### src/rtl/ula_sequenciador.sv
// Issuing side of the ALU interface: hands the function code to the ALU, writes the result back,
// keeps the architectural {Z,C,S,O} flag register and resolves jumps against it.
//
// state   | meaning
// OCIOSO  | idle, inst_ready=1, waiting for an instruction
// EXECUTA | ALU computing, controle = captured op; result and flags sampled on exit
// GRAVA   | reg_we strobe for the sampled result
// AVALIA  | jump decision presented on desvio_valido/desvio_tomado
module ula_sequenciador #(
  parameter int bits_palavra  = 16,
  parameter int bits_controle = 5,
  parameter int bits_end      = 4
) (
  input  logic                     clock,
  input  logic                     reset,
  input  logic                     inst_valid,
  output logic                     inst_ready,
  input  logic [1:0]               inst_tipo,
  input  logic [bits_controle-1:0] inst_op,
  input  logic [2:0]               inst_cond,
  input  logic [bits_end-1:0]      inst_rd,
  output logic [bits_controle-1:0] controle,
  input  logic [bits_palavra-1:0]  resultadoOp,
  input  logic                     Z,
  input  logic                     C,
  input  logic                     S,
  input  logic                     O,
  output logic                     reg_we,
  output logic [bits_end-1:0]      reg_end,
  output logic [bits_palavra-1:0]  reg_dado,
  output logic [3:0]               flags,
  output logic                     desvio_valido,
  output logic                     desvio_tomado,
  output logic                     erro_op
);

  typedef enum logic [1:0] {OCIOSO, EXECUTA, GRAVA, AVALIA} estado_t;

  localparam logic [1:0] TIPO_ULA     = 2'b00;
  localparam logic [1:0] TIPO_CONDIC  = 2'b01;
  localparam logic [1:0] TIPO_INCOND  = 2'b10;
  localparam logic [bits_controle-1:0] CTRL_OCIOSO = {1'b1, {(bits_controle-1){1'b0}}};

  estado_t                  estado, estado_prox;
  logic [bits_controle-1:0] op_q;
  logic [2:0]               cond_q;
  logic [bits_end-1:0]      rd_q;
  logic                     incond_q;
  logic [3:0]               flags_q;
  logic [bits_end-1:0]      reg_end_q;
  logic [bits_palavra-1:0]  reg_dado_q;
  logic                     erro_q;
  logic                     aceita;
  logic                     op_valido;
  logic [4:0]               op_dec;

  assign inst_ready = (estado == OCIOSO);
  assign aceita     = inst_valid && inst_ready;
  assign op_dec     = inst_op[4:0];

  // Holes in the function-code map: 00010, 00111 and 01010..01111.
  always_comb begin
    op_valido = 1'b1;
    if (op_dec == 5'b00010 || op_dec == 5'b00111)
      op_valido = 1'b0;
    else if (op_dec[4:3] == 2'b01 && op_dec[2:1] != 2'b00)
      op_valido = 1'b0;
  end

  always_ff @(posedge clock) begin
    if (reset) begin
      estado     <= OCIOSO;
      op_q       <= CTRL_OCIOSO;
      cond_q     <= 3'b000;
      rd_q       <= '0;
      incond_q   <= 1'b0;
      flags_q    <= 4'b0000;
      reg_end_q  <= '0;
      reg_dado_q <= '0;
      erro_q     <= 1'b0;
    end else begin
      estado <= estado_prox;
      erro_q <= aceita && (inst_tipo == TIPO_ULA) && !op_valido;
      if (aceita) begin
        op_q     <= inst_op;
        cond_q   <= inst_cond;
        rd_q     <= inst_rd;
        incond_q <= (inst_tipo == TIPO_INCOND);
      end
      if (estado == EXECUTA) begin
        reg_dado_q <= resultadoOp;
        reg_end_q  <= rd_q;
        // Logic ops clear C and O; shifts only clear O.
        if (op_q[4])
          flags_q <= {Z, 1'b0, S, 1'b0};
        else if (op_q[3])
          flags_q <= {Z, C, S, 1'b0};
        else
          flags_q <= {Z, C, S, O};
      end
    end
  end

  always_comb begin
    estado_prox = estado;
    controle    = CTRL_OCIOSO;
    case (estado)
      OCIOSO: begin
        if (aceita) begin
          case (inst_tipo)
            TIPO_ULA:    if (op_valido) estado_prox = EXECUTA;
            TIPO_CONDIC: estado_prox = AVALIA;
            TIPO_INCOND: estado_prox = AVALIA;
            default:     estado_prox = OCIOSO;
          endcase
        end
      end
      EXECUTA: begin
        controle    = op_q;
        estado_prox = GRAVA;
      end
      GRAVA:   estado_prox = OCIOSO;
      AVALIA:  estado_prox = OCIOSO;
      default: estado_prox = OCIOSO;
    endcase
  end

  always_comb begin
    desvio_tomado = 1'b0;
    if (estado == AVALIA) begin
      if (incond_q) begin
        desvio_tomado = 1'b1;
      end else begin
        case (cond_q)
          3'b000:  desvio_tomado = 1'b1;
          3'b001:  desvio_tomado = flags_q[3];
          3'b010:  desvio_tomado = !flags_q[3];
          3'b011:  desvio_tomado = flags_q[1];
          3'b100:  desvio_tomado = !flags_q[1];
          3'b101:  desvio_tomado = flags_q[2];
          3'b110:  desvio_tomado = flags_q[0];
          default: desvio_tomado = flags_q[1] ^ flags_q[0];
        endcase
      end
    end
  end

  assign desvio_valido = (estado == AVALIA);
  assign reg_we        = (estado == GRAVA);
  assign reg_end       = reg_end_q;
  assign reg_dado      = reg_dado_q;
  assign flags         = flags_q;
  assign erro_op       = erro_q;

endmodule

### config.mk
export PLATFORM = sky130hd
export DESIGN_NAME = ula_sequenciador
export DESIGN_NICKNAME = d
export VERILOG_FILES = /design/src/rtl/ula_sequenciador.sv
export SDC_FILE = /design/constraint.sdc
export NUM_CORES = 1
export LEC_CHECK = 0
export CORE_MARGIN = 8
export CORE_UTILIZATION = 54
export DETAILED_ROUTE_END_ITERATION = 10
export DONT_BUFFER_PORTS = 1
export PLACE_DENSITY = 0.8
export SYNTH_ARGS = -nofsm -noshare
export SYNTH_HDL_FRONTEND = slang
export SYNTH_SLANG_ARGS = --single-unit
### constraint.sdc
create_clock -name clock -period 2 [get_ports clock]
set_input_delay 0.4 -clock clock [delete_from_list [all_inputs] [get_ports clock]]
set_output_delay 0.4 -clock clock [all_outputs]
set_load 0.03 [all_outputs]
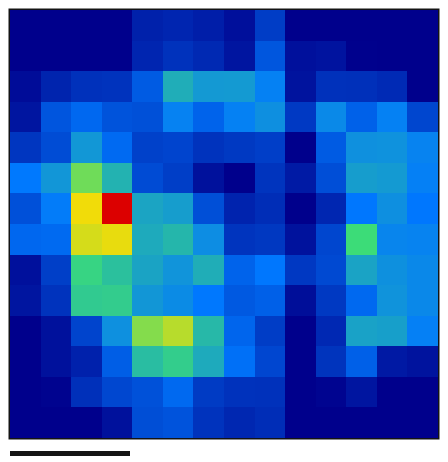
Figure 1: run 1, routed metal per tile.
Bar = 20 um. The die is cut into 14 by 14 equal tiles; dark blue is low, red is high, scaled to the fullest tile. Values are wire area over tile area, all layers added.
densest ninth of the die	middle left
tiles over half the peak	3.6%
fullest tile	0.81
nearly empty tiles	19%

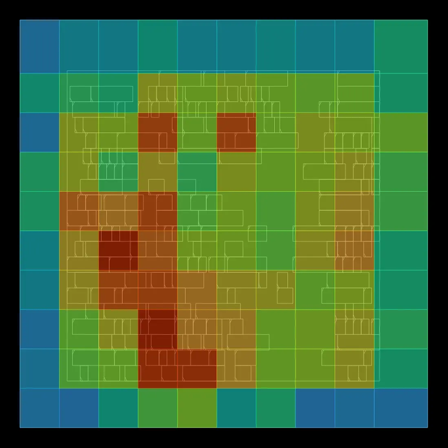
Figure 2: run 1, congestion heat map.
GRT met2 Usage: 0.288
Most Crowded Layer GR: met2
M3 GR Usage: 0.0851

==> flow_summary.json, run 1 <==
{
  "status": "finished, final reports clean",
  "postCtsSetupRepairBufs": 0,
  "hold_end": "reg_dado[9]",
  "core-area_um2": 2980,
  "syn_inst": 189,
  "holdCritPathClass": "in2reg",
  "setup_viol": 0,
  "fin_total_pwr_mw": 1.58,
  "mux_share": 0.0784,
  "ff_type": "dfxtp_1",
  "grt_first_pass_wirelength_mm": 6.60,
  "vias_per_cell": 5.77,
  "cts_htree_levels": 2,
  "skew_ns": 0.00856,
  "crit_required_ns": 1.60,
  "finalInstanceArea_um2": 1810,
  "slew_viol_final": 0,
  "fp-utilization": 0.558,
  "grt_max_degree": 41,
  "max_freq_mhz": 516,
  "ant_nets": 0,
  "critical_path_depth": 4,
  "synth_area_per_cell_um2": 8.78,
  "totalWireLength_mm": 4.20,
  "whs_ns": 0.119,
  "grt_pass1_vias": 1354,
  "num_rows": 20,
  "final_util": 0.606,
  "crit_slowest_cell": "dfxtp_4",
  "dp.cells": 224,
  "reg2reg_to": "flags[0]",
  "n_antenna_cell": 0,
  "nets": 238,
  "worstSetupEndpoint": "desvio_tomado",
  "synthAdderAreaFrac": 0.0226,
  "top_cell": "nand2_1",
  "tritoncts.num_buffers": 5,
  "comb_area_um2": 763,
  "grt.total_usage": 0.164,
  "crit_family": "AND-OR/OR-AND gates",
  "path_buffers": 1,
  "enable_flop_cells": 0,
  "yosys.area_share.aoi": 0.115,
  "synth_chip_area_um2": 1660,
  "portBuffers": 0,
  "netlist_area_um2": 1660,
  "clock_latency_ns": 0.34,
  "cts_buffer_depth": 2,
  "wl_per_cell_um": 18.1,
  "top_cell_area_share": 0.482,
  "syn_nets": 229,
  "async_flop_share": 0,
  "drt_iter0_markers": 49,
  "stdcell_count": 232,
  "vias": 1339,
  "fin_crit_ns": 1.94,
  "placed_area_um2": 1720,
  "overflow": 0,
  "dp_hpwl_mm": 3.18,
  "final-hold-violation-count": 0,
  "area_growth_pct": 8.74,
  "p_leak_nw": 0.703,
  "grt_antenna_before_repair": 0,
  "ys_seq_frac": 0.482,
  "yosys_warnings": 0,
  "fillCellCount": 264,
  "first_pass_iters": 4,
  "critPathKind": "reg2out",
  "synthSimpleGateAreaFrac": 0.240,
  "ff2ff_path_depth": 4,
  "tightest_slew_ns": 0.592,
  "setup_tns_ns": 0,
  "maxSlewHeadroom": 0.604,
  "start_kind": "flop",
  "clk_pin_slew_ns": 0.11,
  "top_logic_kind": "simple AND/OR/NAND/NOR gates",
  "max_stage_delay_ns": 0.41,
  "ys.flops": 40,
  "reg2reg_from": "estado[0]",
  "peakVddDrop_v": 0.000603,
  "cts_sinks": 40,
  "gp_congestion": 0.825,
  "dieArea_um2": 5110,
  "path_cells": "and3_4 > a221o_1 > o2bb2ai_1 > buf_4",
  "cts_tree": "built",
  "die_h_um": 71.5,
  "hp-start": "reset"
}
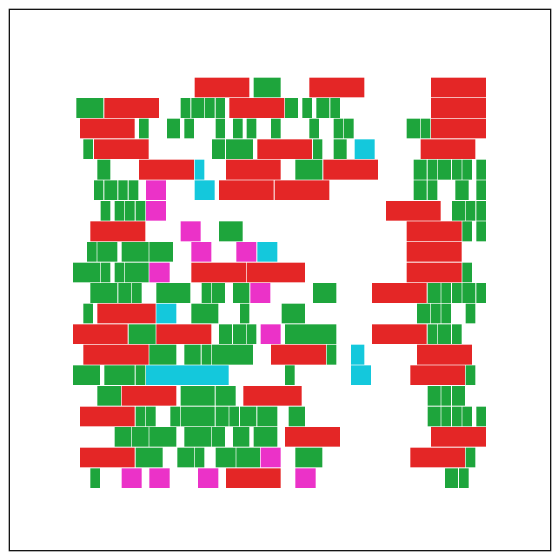
Figure 3: run 1, placed cells, one color a class.
class	color	cells
combinational and other logic	green	138
clock drivers and dummy loads	cyan	8
sequential cells	red	40
remaining buffers and delay cells	magenta	13

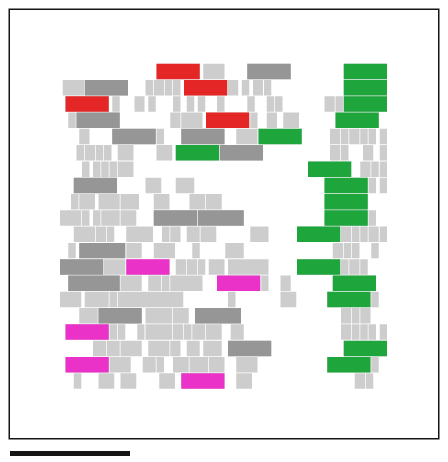
Figure 4: run 1, sequential cells grouped by signal name.
Bar = 20 um. Other sequential cells in the stronger gray, the rest of the logic in the fainter gray.
name in the netlist	color	sequential cells
reg_dado	green	16
rd_q	red	4
op_q	magenta	5
not colored	15

[run 1: final cells by class]
type                            count  area share
Clock inverter                      2      0.0194
Timing Repair Buffer               13      0.0541
Clock buffer                        6      0.0229
Multi-Input combinational cell    133       0.423
Tap cell                           33      0.0229
Inverter                            5      0.0104
Sequential cell                    40       0.448
[run 1: placed cells by master, fill, tap and decap left out, drive strengths merged, types with 2 or more instances in the layout]
cell type  count
ha             3
and3b          2
nand2         48
nand3          2
nor2          16
a21oi         25
dfxtp         40
nand2b         2
and2           5
clkbuf         6
buf           13
nor2b          2
nand3b         3
mux2i         13
inv            5
[run 1: power breakdown]
part	total (mW)	switching, mW	internal (mW)	leakage [nW]
logic	0.171	0.0980	0.0730	0.333
registers	0.904	0.0665	0.837	0.328
clock network	0.510	0.248	0.262	0.0422
total	1.58	0.413	1.17	0.703
[run 1: cell families (layout without fill, tap and decap cells)]
| logic type | count (synthesis) | count (layout) |
|---|---|---|
| AOI/OAI and AO/OA | 33 | 33 |
| adders and majority gates | 3 | 3 |
| buffers and inverters | 16 | 26 |
| DFF | 40 | 40 |
| muxes | 13 | 13 |
| and+or+nand+nor | 84 | 84 |
[run 1: repair_timing]
action,in CTS,in global routing
gates resized,4,3
endpoints found under the setup margin,1,1
pin swaps,0,1
[run 1: metal layers]
metal | GRT usage | vias to the layer above | share of wire
met1 | 0.150 | 609 | 0.34
met2 | 0.288 | 74 | 0.49
met3 | 0.0851 | 17 | 0.13
met5 | 0 | - | 0
met4 | 0.0930 | 0 | 0.034
li1 | - | 639 | -
[run 1: flip-flops by register name (all words and copies together) (netlist names)]
signal / flops
incond_q: 1
flags: 4
erro_op: 1
rd_q: 4
reg_end: 4
estado: 2
cond_q: 3
op_q: 5
reg_dado: 16
## Run 2: what changed since run 1
CAP_MARGIN = 10   (was unset)
CORE_UTILIZATION = 30   (was 54)
PLACE_DENSITY = 0.55   (was 0.8)
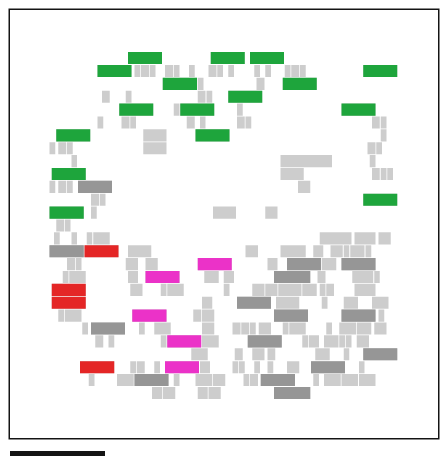
Figure 5: run 2, sequential cells grouped by signal name.
Bar = 20 um. Other sequential cells in the stronger gray, the rest of the logic in the fainter gray.
name in the netlist	color	sequential cells
rd_q	red	4
reg_dado	green	16
op_q	magenta	5
not colored	15

==> flow_summary.json, run 2 <==
{
  "ff_type": "dfxtp_1",
  "maxSlewHeadroom": 0.602,
  "dp_hpwl_mm": 3.17,
  "peakVddDrop_v": 0.000441,
  "nets": 241,
  "cts_buffer_depth": 2,
  "top_logic_kind": "simple AND/OR/NAND/NOR gates",
  "synthAdderAreaFrac": 0.0226,
  "n_antenna_cell": 0,
  "grt_max_degree": 41,
  "die_h_um": 90.4,
  "crit_family": "simple AND/OR/NAND/NOR gates",
  "grt.total_usage": 0.106,
  "grt_first_pass_wirelength_mm": 6.97,
  "final-hold-violation-count": 0,
  "wl_per_cell_um": 15.7,
  "grt_pass1_vias": 1314,
  "top_cell_area_share": 0.482,
  "fin_crit_ns": 1.87,
  "status": "finished, final reports clean",
  "start_kind": "flop",
  "rsz0062_at_grt": "false",
  "num_rows": 27,
  "skew_ns": 0.00399,
  "crit_slowest_cell": "dfxtp_1",
  "area_growth_pct": 15.4,
  "max_stage_delay_ns": 0.47,
  "totalWireLength_mm": 4.31,
  "async_flop_share": 0,
  "crit_required_ns": 1.60,
  "cts_sinks": 40,
  "ff2ff_path_depth": 4,
  "max_freq_mhz": 534,
  "largest_reg_flops": 16,
  "first_pass_iters": 4,
  "yosys.area_share.aoi": 0.115,
  "critical_path_depth": 3,
  "clock_latency_ns": 0.29,
  "overflow": 0,
  "holdCritPathClass": "in2reg",
  "synth_chip_area_um2": 1660,
  "ctsResizeCount": 0,
  "vias": 1293,
  "setup_viol": 0,
  "tightest_slew_ns": 0.595,
  "core-area_um2": 5440,
  "fp-utilization": 0.305,
  "enable_flop_cells": 0,
  "clk_pin_slew_ns": 0.07,
  "final_layout_size_suffix_gt1_frac": 0.158,
  "p_leak_nw": 0.741,
  "mux_share": 0.0784,
  "cts_htree_levels": 2,
  "synth_area_leader_cell": "dfxtp_1",
  "mostFrequentLayoutCell": "nand2_1",
  "placed_area_um2": 1790,
  "ys.flops": 40,
  "finalInstanceArea_um2": 1920,
  "netlist_area_um2": 1660,
  "slew_viol_final": 0,
  "syn_inst": 189,
  "yosys_warnings": 0,
  "final_cell_mix": "48 x nand2_1, 38 x dfxtp_1, 25 x a21oi_1, 16 x nor2_1, 16 x buf_4",
  "top_cell": "nand2_1",
  "dieArea_um2": 8170,
  "setup_tns_ns": 0,
  "ant_nets": 0,
  "critPathKind": "reg2out",
  "path_buffers": 1,
  "path_cells": "nor2b_2 > and2_1 > buf_4",
  "synth_area_per_cell_um2": 8.78,
  "fin_total_pwr_mw": 1.79,
  "grt_antenna_before_repair": 0,
  "synthSimpleGateAreaFrac": 0.240,
  "ys_seq_frac": 0.482,
  "portBuffers": 0,
  "crit_path_end_kind": "primary output",
  "syn_nets": 229,
  "cts_tree": "built",
  "tritoncts.num_buffers": 5,
  "drt_iter0_markers": 61,
  "postCtsSetupRepairBufs": 0
}
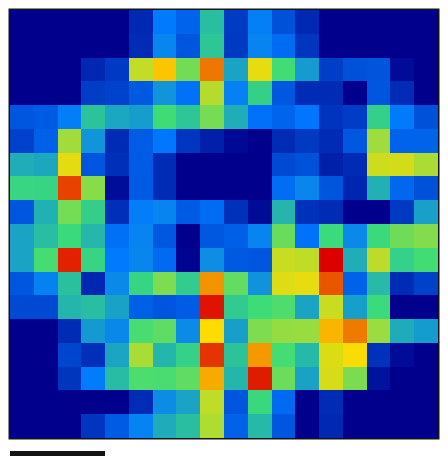
Figure 6: run 2, routed metal per tile.
Bar = 20 um. The die is cut into 18 by 18 equal tiles; dark blue is low, red is high, scaled to the fullest tile. Values are wire area over tile area, all layers added.
tiles over half the peak	19%
mean over tiles	0.086
densest ninth of the die	bottom center
nearly empty tiles	22%
emptiest ninth of the die	upper right

-- run 2: cells by family (layout without fill, tap and decap cells) --
logic type / Yosys count / in the layout
compound gates: 33 / 33
mux: 13 / 13
simple gates: 84 / 84
fa+ha+maj: 3 / 3
buf+inv: 16 / 29
flops: 40 / 40
-- run 2: path summary, 6_finish.rpt --
check / startpoint / end / slack [ns]
hold / removal: reset / reg_dado[2] / 0.18
setup / recovery: estado[0] / controle[3] / 0.13
hold reg to reg: rd_q[2] / reg_end[2] / 0.45
setup reg to reg: estado[0] / reg_dado[3] / 0.63
-- run 2: layout make-up --
type	count	area, um^2
multi-input combinational	133	758
clock buffer	7	96.3
sequential	40	803
tap	72	90.1
clock inverter	1	30.0
inverter	5	18.8
timing repair buffer	16	120
fill	586	3520
-- run 2: report_power, final --
| part | switching [mW] | leakage, nW | total [mW] | internal, mW |
|---|---|---|---|---|
| Sequential | 0.0644 | 0.327 | 0.902 | 0.837 |
| Clock | 0.279 | 0.0645 | 0.719 | 0.440 |
| Combinational | 0.0962 | 0.350 | 0.174 | 0.0776 |
-- run 2: worst register-to-register path, delay by kind of cell, from the launching register on --
kind	cells	cell delay, ns
flops	1	0.47
simple gates	2	0.45
buf+inv	1	0.26
compound gates	1	0.12
-- run 2: metal layers --
metal  routed length (um)  vias up  global-route usage
met3                  361        8              0.0466
met2                 2050       41               0.171
met5                    0        -                   0
met1                 1820      598               0.115
met4                   88        0              0.0583
li1                     -      646                   -
-- run 2: metrics by stage --
stage | hold WS (ns) | utilization | setup slack [ns] | std cells
CTS | 0.157 | 0.352 | 0.0624 | 274
finish | 0.178 | 0.352 | 0.129 | 274
detailed placement | 0.438 | 0.329 | 0.397 | 266
global route | 0.156 | 0.352 | 0.0149 | 274
floorplan | 0.431 | - | 0.273 | 189
global placement | 0.434 | 0.329 | 0.418 | 266
## Run 3: what changed since run 2
SKIP_CTS_REPAIR_TIMING = 1   (was unset)
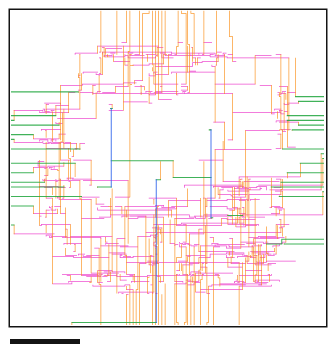
Figure 7: run 3, routed metal, one color a layer.
Bar = 20 um.
layer	color	wire length
metal 3	green	361 um
metal 1	magenta	1820 um
metal 4	blue	88.4 um
metal 2	orange	2050 um

==> flow_summary.json, run 3 <==
{
  "wl_met3_um": 361,
  "stdcell_count": 274,
  "netlist_area_um2": 1660,
  "start_kind": "flop",
  "synth_area_per_cell_um2": 8.78,
  "pwr-share-comb": 0.097,
  "slew_viol_final": 0,
  "async_flop_share": 0,
  "status": "finished, final reports clean",
  "clk_pin_slew_ns": 0.07,
  "ant_nets": 0,
  "ys.flops": 40,
  "core-area_um2": 5440,
  "grt_first_pass_wirelength_mm": 6.97,
  "internal-power_mw": 1.36,
  "peakVddDrop_v": 0.000441,
  "setup.worst_path.start": "estado[0]",
  "grt_max_degree": 41,
  "met2_length_mm": 2.05,
  "hp-start": "reset",
  "swShare": 0.245,
  "grt_util_met1": 0.115,
  "final_util": 0.352,
  "wl_per_cell_um": 15.7,
  "dp.cells": 266,
  "grt_use_met2": 0.171,
  "syn_inst": 189,
  "fp-utilization": 0.305,
  "num_rows": 27,
  "tritoncts.num_buffers": 5,
  "crit_required_ns": 1.60,
  "synth_chip_area_um2": 1660,
  "final_layout_size_suffix_gt1_frac": 0.158,
  "fin_crit_ns": 1.87,
  "synth_area_leader_cell": "dfxtp_1",
  "maxSlewHeadroom": 0.602,
  "rsz0062_at_grt": "false",
  "finalInstanceArea_um2": 1920,
  "portBuffers": 0,
  "enable_flop_cells": 0,
  "cts_sinks": 40,
  "area_growth_pct": 15.4,
  "busiest_layer": "met2",
  "wl_met1_mm": 1.82,
  "setup_tns_ns": 0,
  "ff_type": "dfxtp_1",
  "totalWireLength_mm": 4.31,
  "grt.total_usage": 0.106,
  "syn_nets": 229,
  "first_pass_iters": 4,
  "overflow": 0
}
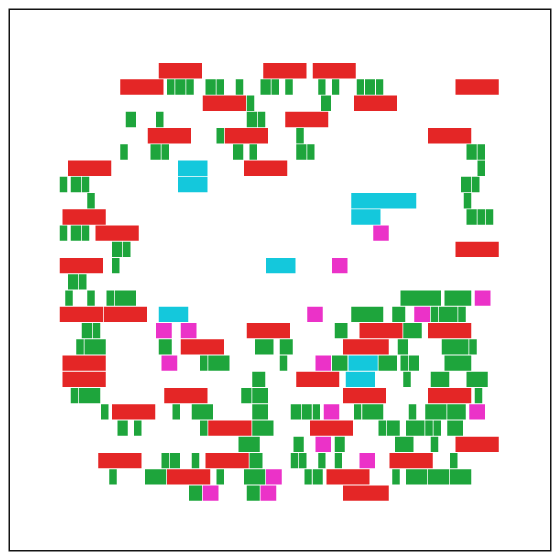
Figure 8: run 3, placed cells, one color a class.
class	color	cells
remaining buffers and delay cells	magenta	16
combinational and other logic	green	138
clock drivers and dummy loads	cyan	8
sequential cells	red	40

==> run 3: cell counts in the layout (fill, tap and decap cells not counted) <==
No cell type changed its count.
==> run 3: power groups by stage <==
stage / Combinational (mW) / Clock [mW] / Sequential (mW)
5_1_grt: 0.194 / 0.796 / 0.908
4_1_cts: 0.177 / 0.756 / 0.902
2_1_floorplan: 0.151 / 0 / 0.915
3_5_place_dp: 0.177 / 0 / 0.921
6_report: 0.174 / 0.719 / 0.902
3_3_place_gp: 0.175 / 0 / 0.919
==> run 3: per-stage QoR <==
step | hold WS (ns) | setup WS, ns
2_1_floorplan | 0.431 | 0.273
5_1_grt | 0.156 | 0.0149
3_5_place_dp | 0.438 | 0.397
3_3_place_gp | 0.434 | 0.418
4_1_cts | 0.157 | 0.0624
6_report | 0.178 | 0.129
==> run 3: path summary, 6_finish.rpt <==
check	endpoint	slack (ns)	cells after the start
worst max-delay path	controle[3]	0.13	3
worst min-delay path	reg_dado[2]	0.18	1
worst max register to register	reg_dado[3]	0.63	4
worst min register to register	reg_end[2]	0.45	2
==> run 3: final cells by class <==
class	count	area (um^2)
clock buffers	7	96.3
inverters	5	18.8
multi-input cells	133	758
clock inverters	1	30.0
flip-flops and latches	40	803
repair buffers	16	120
well taps	72	90.1
fillers	586	3520
==> run 3: logic make-up (layout without fill, tap and decap cells) <==
| group | Yosys count | after routing | synth area share |
|---|---|---|---|
| DFF | 40 | 40 | 0.482 |
| muxes | 13 | 13 | 0.0784 |
| adders and majority gates | 3 | 3 | 0.0226 |
| buffers and inverters | 16 | 29 | 0.0618 |
| and+or+nand+nor | 84 | 84 | 0.240 |
| AOI/OAI and AO/OA | 33 | 33 | 0.115 |
==> run 3: worst max-delay path: stages, from the launching register on <==
cell and delay (ns):
dfxtp_1 0.47, nor2b_2 0.38, and2_1 0.18, buf_4 0.16
No activity file was given, so power comes from the tool's default toggle rates.
